Fig. 1: register map, names as in the netlist
Other sequential cells in the stronger grey, the rest of the logic in the fainter grey.
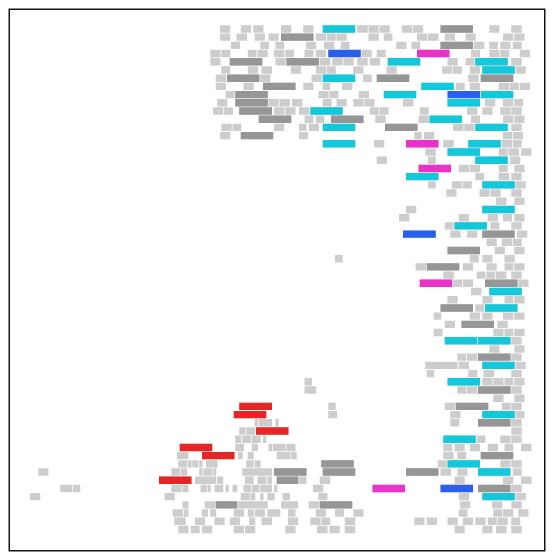
Fig. 2: metal 3
Bar = 50 um.
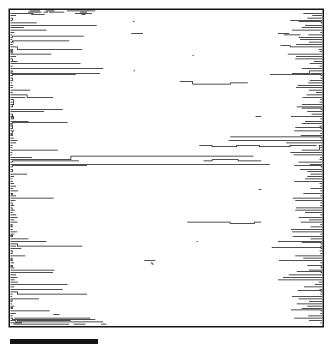
Fig. 3: metal 2
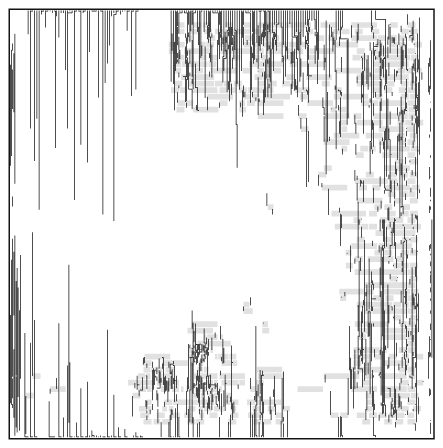
Design mem_arbiter, sky130hd; sources not shown.
==> ci_impl_report.md <==
## PnR job results

| Metric | Value |
|---|---|
| Status | `completed` |
| Routed length per placed instance | `20.4 um` |
| Fin. Hold Viols | `0` |
| Antenna violations before repair | `1` |
| WHS | `603 ps` |
| Clock Sink Count | `82` |
| Number of max-cap violations | `0` |
| Grt peak-use layer | `met2` |
| Antenna cells | `2` |
| # hold bufs at CTS | `0` |
| P_clk | `0.281 mW` |
| CLK BUF | `9` |
| Cell total after placement | `842` |
| Die height | `179 um` |
| Syn Std Cell Area | `4820 um^2` |
| Dpl cell area | `6470 um^2` |
| H-Tree Depth | `3` |
| Layout non-clock buf frac | `0.360` |
| Fraction of layout cells with a size suffix above 1 | `0.0654` |
| MI comb cells | `129` |
| Synth Seq Share | `0.507` |
| Synth Area per Inst | `12.6 um^2` |
| Comb group | `0.240 mW` |
| HP Class | `flip-flop to flip-flop` |
| Final ANT Viol Nets | `0` |
| AND/OR/NAND/NOR Cells, Area Fraction | `0.0366` |
| IO Count | `455` |
| Commonest cells post-synth | `buf_4 (146), edfxtp_1 (80), a22o_1 (72)` |
| Critical Path Slowest Stage Cell | `clkdlybuf4s50_1` |
| First-pass GRT wire length | `23100 um` |
| Post-Syn Nets | `615` |
| Post-synth EDFFs | `80` |
| Fraction of registers with async set/reset | `0` |
| DR iter-0 viols | `142` |
| Worst r2r path cells | `4` |
| Filler cell count | `3016` |
| Slew Viols, Final | `0` |
| Final nets | `701` |
| Top layer in use | `met4` |
| Adder Area Share | `0.0120` |
| Clock Path Buffers | `2` |
| CP required | `6790 ps` |
Notes on Fig. 1 above:
[req_out_addr] cyan | flops: 32
[cnt] red | flops: 6 | where: south
[req_out_write_enable] blue | flops: 4
[req_out_id] magenta | flops: 5
Seq group: 0.546 mW
flop share of the area: 0.369
fin util: 0.233
Seq. cell area: 2440 um^2

Notes on Fig. 2 above:
wire length on this layer: 3280 um
main direction: horizontal
longest straight run: 147 um
share of all routed wire: 19%
nets with wire on the layer: 213
drt total wl: 17600 um
Vias: 3313
GR Layer Usage met3: 0.0789

Notes on Fig. 3 above:
longest straight run: 86.4 um
wire length on this layer: 8600 um
nets with wire on the layer: 617
share of all routed wire: 49%
main direction: vertical
grt met2 use: 0.172

Power and IR drop assume default switching activity.
